### src/rtl/ram_access_ctrl_pkg.sv
// Shared types and defaults for the side-info RAM access controller.
// Holds the controller state encoding and the read-issue helper.
package ram_access_ctrl_pkg;

  localparam int ADDR_BITS_DEF = 8;
  localparam int DATA_BITS_DEF = 16;

  typedef enum logic [0:0] {
    CTRL_IDLE  = 1'b0,
    CTRL_CLEAR = 1'b1
  } ctrl_state_e;

  // A granted access with we low is a read whose data returns next cycle.
  function automatic logic read_issued(input logic gnt, input logic we);
    return gnt & ~we;
  endfunction

endpackage

### src/rtl/ram_access_ctrl_rr_arb2.sv
// Two-way round-robin arbiter; bit 0 is requester A, bit 1 is requester B.
// The pointer names the side favoured on the next contended cycle.
module rr_arb2 (
  input  logic       clk,
  input  logic       rst_n,
  input  logic       en,
  input  logic [1:0] req,
  output logic [1:0] gnt
);

  logic ptr_q;
  logic ptr_d;

  // Grant selection: a lone request wins, contention goes to the favoured side.
  always_comb begin
    gnt = 2'b00;
    if (en) begin
      case (req)
        2'b01:   gnt = 2'b01;
        2'b10:   gnt = 2'b10;
        2'b11:   gnt = ptr_q ? 2'b10 : 2'b01;
        default: gnt = 2'b00;
      endcase
    end else begin
      gnt = 2'b00;
    end
  end

  // Pointer moves to the other side after every grant.
  always_comb begin
    ptr_d = ptr_q;
    if (gnt[0]) begin
      ptr_d = 1'b1;
    end else if (gnt[1]) begin
      ptr_d = 1'b0;
    end else begin
      ptr_d = ptr_q;
    end
  end

  // Pointer register; reset favours A.
  always_ff @(posedge clk or negedge rst_n) begin
    if (!rst_n) begin
      ptr_q <= 1'b0;
    end else begin
      ptr_q <= ptr_d;
    end
  end

endmodule

### src/rtl/ram_access_ctrl.sv
// Shares one registered-read side-info RAM between the parser (A) and the
// prediction lookup (B), and runs a full-depth zeroing sweep at picture start.
module ram_access_ctrl
  import ram_access_ctrl_pkg::*;
#(
  parameter int ADDR_BITS = ADDR_BITS_DEF,
  parameter int DATA_BITS = DATA_BITS_DEF
) (
  input  logic                 clk,
  input  logic                 rst_n,
  input  logic                 clr_start,
  output logic                 clr_busy,
  input  logic                 a_req,
  input  logic                 a_we,
  input  logic [ADDR_BITS-1:0] a_addr,
  input  logic [DATA_BITS-1:0] a_wdata,
  output logic                 a_gnt,
  output logic                 a_rvalid,
  input  logic                 b_req,
  input  logic                 b_we,
  input  logic [ADDR_BITS-1:0] b_addr,
  input  logic [DATA_BITS-1:0] b_wdata,
  output logic                 b_gnt,
  output logic                 b_rvalid,
  output logic [DATA_BITS-1:0] rdata,
  output logic                 ram_wr_n,
  output logic [ADDR_BITS-1:0] ram_addr,
  output logic [DATA_BITS-1:0] ram_data_in,
  input  logic [DATA_BITS-1:0] ram_data_out
);

  localparam logic [ADDR_BITS-1:0] CNT_LAST = {ADDR_BITS{1'b1}};
  localparam logic [ADDR_BITS-1:0] CNT_ONE  = {{(ADDR_BITS-1){1'b0}}, 1'b1};

  ctrl_state_e          state_q, state_d;
  logic [ADDR_BITS-1:0] cnt_q, cnt_d;
  logic                 clr_busy_q, clr_busy_d;
  logic                 a_rvalid_q, a_rvalid_d;
  logic                 b_rvalid_q, b_rvalid_d;

  logic                 arb_en_s;
  logic [1:0]           arb_req_s;
  logic [1:0]           arb_gnt_s;

  // Gating with rst_n keeps grants off while reset is held even if requests are up.
  assign arb_en_s  = rst_n & (state_q == CTRL_IDLE) & ~clr_start;
  assign arb_req_s = {b_req, a_req};

  rr_arb2 u_arb (
    .clk   (clk),
    .rst_n (rst_n),
    .en    (arb_en_s),
    .req   (arb_req_s),
    .gnt   (arb_gnt_s)
  );

  assign a_gnt    = arb_gnt_s[0];
  assign b_gnt    = arb_gnt_s[1];
  assign a_rvalid = a_rvalid_q;
  assign b_rvalid = b_rvalid_q;
  assign clr_busy = clr_busy_q;
  assign rdata    = ram_data_out;

  // Clear sequencer next state: one word per cycle, back to idle after the last address.
  always_comb begin
    state_d    = state_q;
    cnt_d      = cnt_q;
    clr_busy_d = clr_busy_q;
    case (state_q)
      CTRL_IDLE: begin
        if (clr_start) begin
          state_d    = CTRL_CLEAR;
          cnt_d      = {ADDR_BITS{1'b0}};
          clr_busy_d = 1'b1;
        end else begin
          state_d    = CTRL_IDLE;
          clr_busy_d = 1'b0;
        end
      end
      CTRL_CLEAR: begin
        if (cnt_q == CNT_LAST) begin
          state_d    = CTRL_IDLE;
          cnt_d      = {ADDR_BITS{1'b0}};
          clr_busy_d = 1'b0;
        end else begin
          cnt_d      = cnt_q + CNT_ONE;
          clr_busy_d = 1'b1;
        end
      end
      default: begin
        state_d    = CTRL_IDLE;
        cnt_d      = {ADDR_BITS{1'b0}};
        clr_busy_d = 1'b0;
      end
    endcase
  end

  // RAM port mux: the sweep owns the port while clearing, else the granted requester.
  always_comb begin
    ram_wr_n    = 1'b1;
    ram_addr    = {ADDR_BITS{1'b0}};
    ram_data_in = {DATA_BITS{1'b0}};
    if (state_q == CTRL_CLEAR) begin
      ram_wr_n    = 1'b0;
      ram_addr    = cnt_q;
      ram_data_in = {DATA_BITS{1'b0}};
    end else if (arb_gnt_s[0]) begin
      ram_wr_n    = ~a_we;
      ram_addr    = a_addr;
      ram_data_in = a_wdata;
    end else if (arb_gnt_s[1]) begin
      ram_wr_n    = ~b_we;
      ram_addr    = b_addr;
      ram_data_in = b_wdata;
    end else begin
      ram_wr_n    = 1'b1;
      ram_addr    = {ADDR_BITS{1'b0}};
      ram_data_in = {DATA_BITS{1'b0}};
    end
  end

  // The RAM registers its read, so each rvalid trails its read grant by one cycle.
  always_comb begin
    a_rvalid_d = read_issued(arb_gnt_s[0], a_we);
    b_rvalid_d = read_issued(arb_gnt_s[1], b_we);
  end

  // Controller state registers.
  always_ff @(posedge clk or negedge rst_n) begin
    if (!rst_n) begin
      state_q    <= CTRL_IDLE;
      cnt_q      <= {ADDR_BITS{1'b0}};
      clr_busy_q <= 1'b0;
      a_rvalid_q <= 1'b0;
      b_rvalid_q <= 1'b0;
    end else begin
      state_q    <= state_d;
      cnt_q      <= cnt_d;
      clr_busy_q <= clr_busy_d;
      a_rvalid_q <= a_rvalid_d;
      b_rvalid_q <= b_rvalid_d;
    end
  end

endmodule

### config.mk
export PLATFORM = sky130hd
export DESIGN_NAME = ram_access_ctrl
export DESIGN_NICKNAME = d
export VERILOG_FILES = /design/src/rtl/ram_access_ctrl_pkg.sv /design/src/rtl/ram_access_ctrl_rr_arb2.sv /design/src/rtl/ram_access_ctrl.sv
export SDC_FILE = /design/constraint.sdc
export NUM_CORES = 1
export LEC_CHECK = 0
export CORE_UTILIZATION = 29
export DETAILED_ROUTE_END_ITERATION = 8
export PLACE_DENSITY = 0.79
export SLEW_MARGIN = 10
export SYNTH_ARGS = -nofsm -noshare
export SYNTH_HDL_FRONTEND = slang
export SYNTH_HIERARCHICAL = 1
export SYNTH_SLANG_ARGS = --single-unit
### constraint.sdc
create_clock -name clk -period 2.6 [get_ports clk]
set_input_delay 0.26 -clock clk [delete_from_list [all_inputs] [get_ports clk]]
set_output_delay 0.26 -clock clk [all_outputs]
set_load 0.05 [all_outputs]
m1.png
(6 px per um) Cells faint in the background.
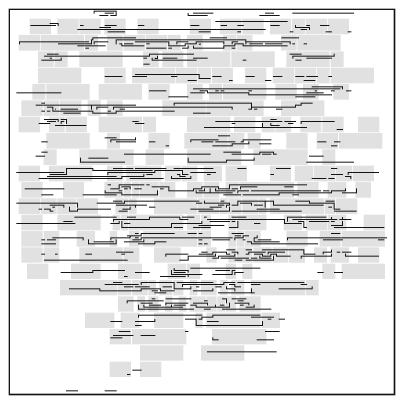
- wire length on this layer: 1640 um
- longest straight run: 31.3 um
- main direction: horizontal
- nets with wire on the layer: 230
final wirelength: 3770 um
met1 track demand over resource in global routing: 24.8%

m2.png
(8 px per um)
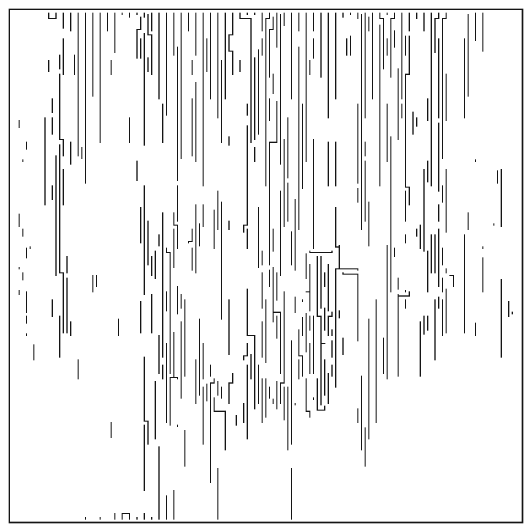
- nets with wire on the layer: 246
- wire length on this layer: 1860 um
- main direction: vertical
- longest straight run: 26.9 um
- share of all routed wire: 49%
total via count in the routed design: 1330
Global Route met2 Usage: 28.9%

m3.png
(4 px per um) Cells faint in the background.
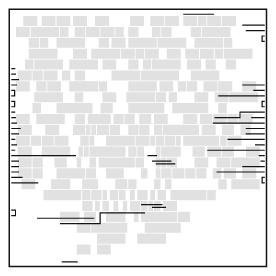
- nets with wire on the layer: 47
- wire length on this layer: 239 um
- longest straight run: 15.9 um
- main direction: horizontal
met3 Usage GRT: 5.54%

congestion_map.png
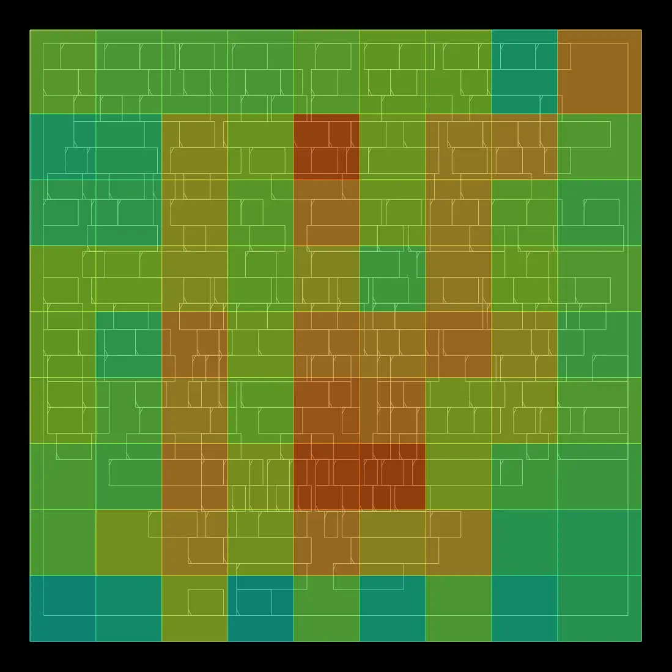
GR Util All Layers: 18.6%
post-DR wirelength/cell: 14.3 um
most used routing layer: met2
Core Util, Final: 63.2%

==> ci_impl_report.md <==
### Yosys + OpenROAD results

| Metric | Value |
|---|---|
| Final hold violations | `0` |
| Global route overflow | `0` |
| Antenna diode count | `0` |
| Post-synthesis adder-cell area fraction | `under 10%` |
| Top metal layer carrying routed signals | `met4` |
| Maximum number of buffers from clock root to sink | `2` |
| Most area-hungry cell type in the Yosys netlist | `dfrtp_1` |
| Routed length on met2 | `roughly 1900 um` |
| Share of async-settable or async-resettable flops after synthesis | `100%` |
| Final GP Congestion | `roughly 0.84` |
| Synthesis Warnings | `6` |
| Ranking of synthesized cells by instance count | `a22oi_1, buf_4, nor2_1, nand2_1, dfrtp_1` |
| Cells resized by post-CTS repair | `0` |
| Fraction of area in registers | `13.0%` |
| Number of clock buffers in the layout | `4` |
| Largest combinational cell category by area | `AND-OR/OR-AND gates` |
| Sequential-to-total area share from yosys stat | `27.0%` |
| Run status | `finished clean` |
| Initial Utilization | `between 30% and 40%` |
| Clock Tree Root | `clkbuf_8` |
| Hold Path Class | `in -> async` |
| Synthesis area per yosys | `between 1000 and 1500 um2` |
| H-Tree Level Count | `1` |
| Biggest fanout along the worst timing path | `5` |
| Area fraction in compound gates | `between 20 and 30%` |
| Top flip-flop cell by instance count after synthesis | `dfrtp_1` |
| Dominant logic cell type in the layout | `clkdlybuf4s50_1` |
| Worst reg2reg path endpoint | `cnt_q[7]` |
| Worst setup path endpoint | `ram_addr[4]` |
| Clock buffer and inverter area fraction after layout | `2.38%` |
| Worst Setup Path Type | `in -> out` |
| Crit path cell chain | `clkdlybuf4s50_1 -> nor2_4 -> and2_1 -> nand2_1 -> a21oi_2 -> nor2b_2 -> buf_4 -> a221oi_1 -> a21oi_2 -> buf_12` |
| Count of endpoints failing setup in the final report | `0` |
| Combinational cell area excluding buffers and inverters | `716 um2` |
| Number of distinct library cells after synthesis | `32` |
| Max-Slew Margin vs Limit | `between 60 and 70%` |
| Relative area change from synthesis to final layout | `108%` |
| Non-clock inverter instance count of the final layout | `3` |
| Count of library flops with an enable pin | `0` |
| Leakage Power | `approximately 0.84 nW` |
| Peak clock frequency supported by timing | `around 0.41 GHz` |
| Area post-placement | `roughly 2300 um2` |
| Category of the worst setup path capture point | `output port` |
| Cell Area, Synth | `~1100 um2` |
| Drt first-iter violations | `approximately 43` |
No activity file was given, so power comes from the tool's default toggle rates.
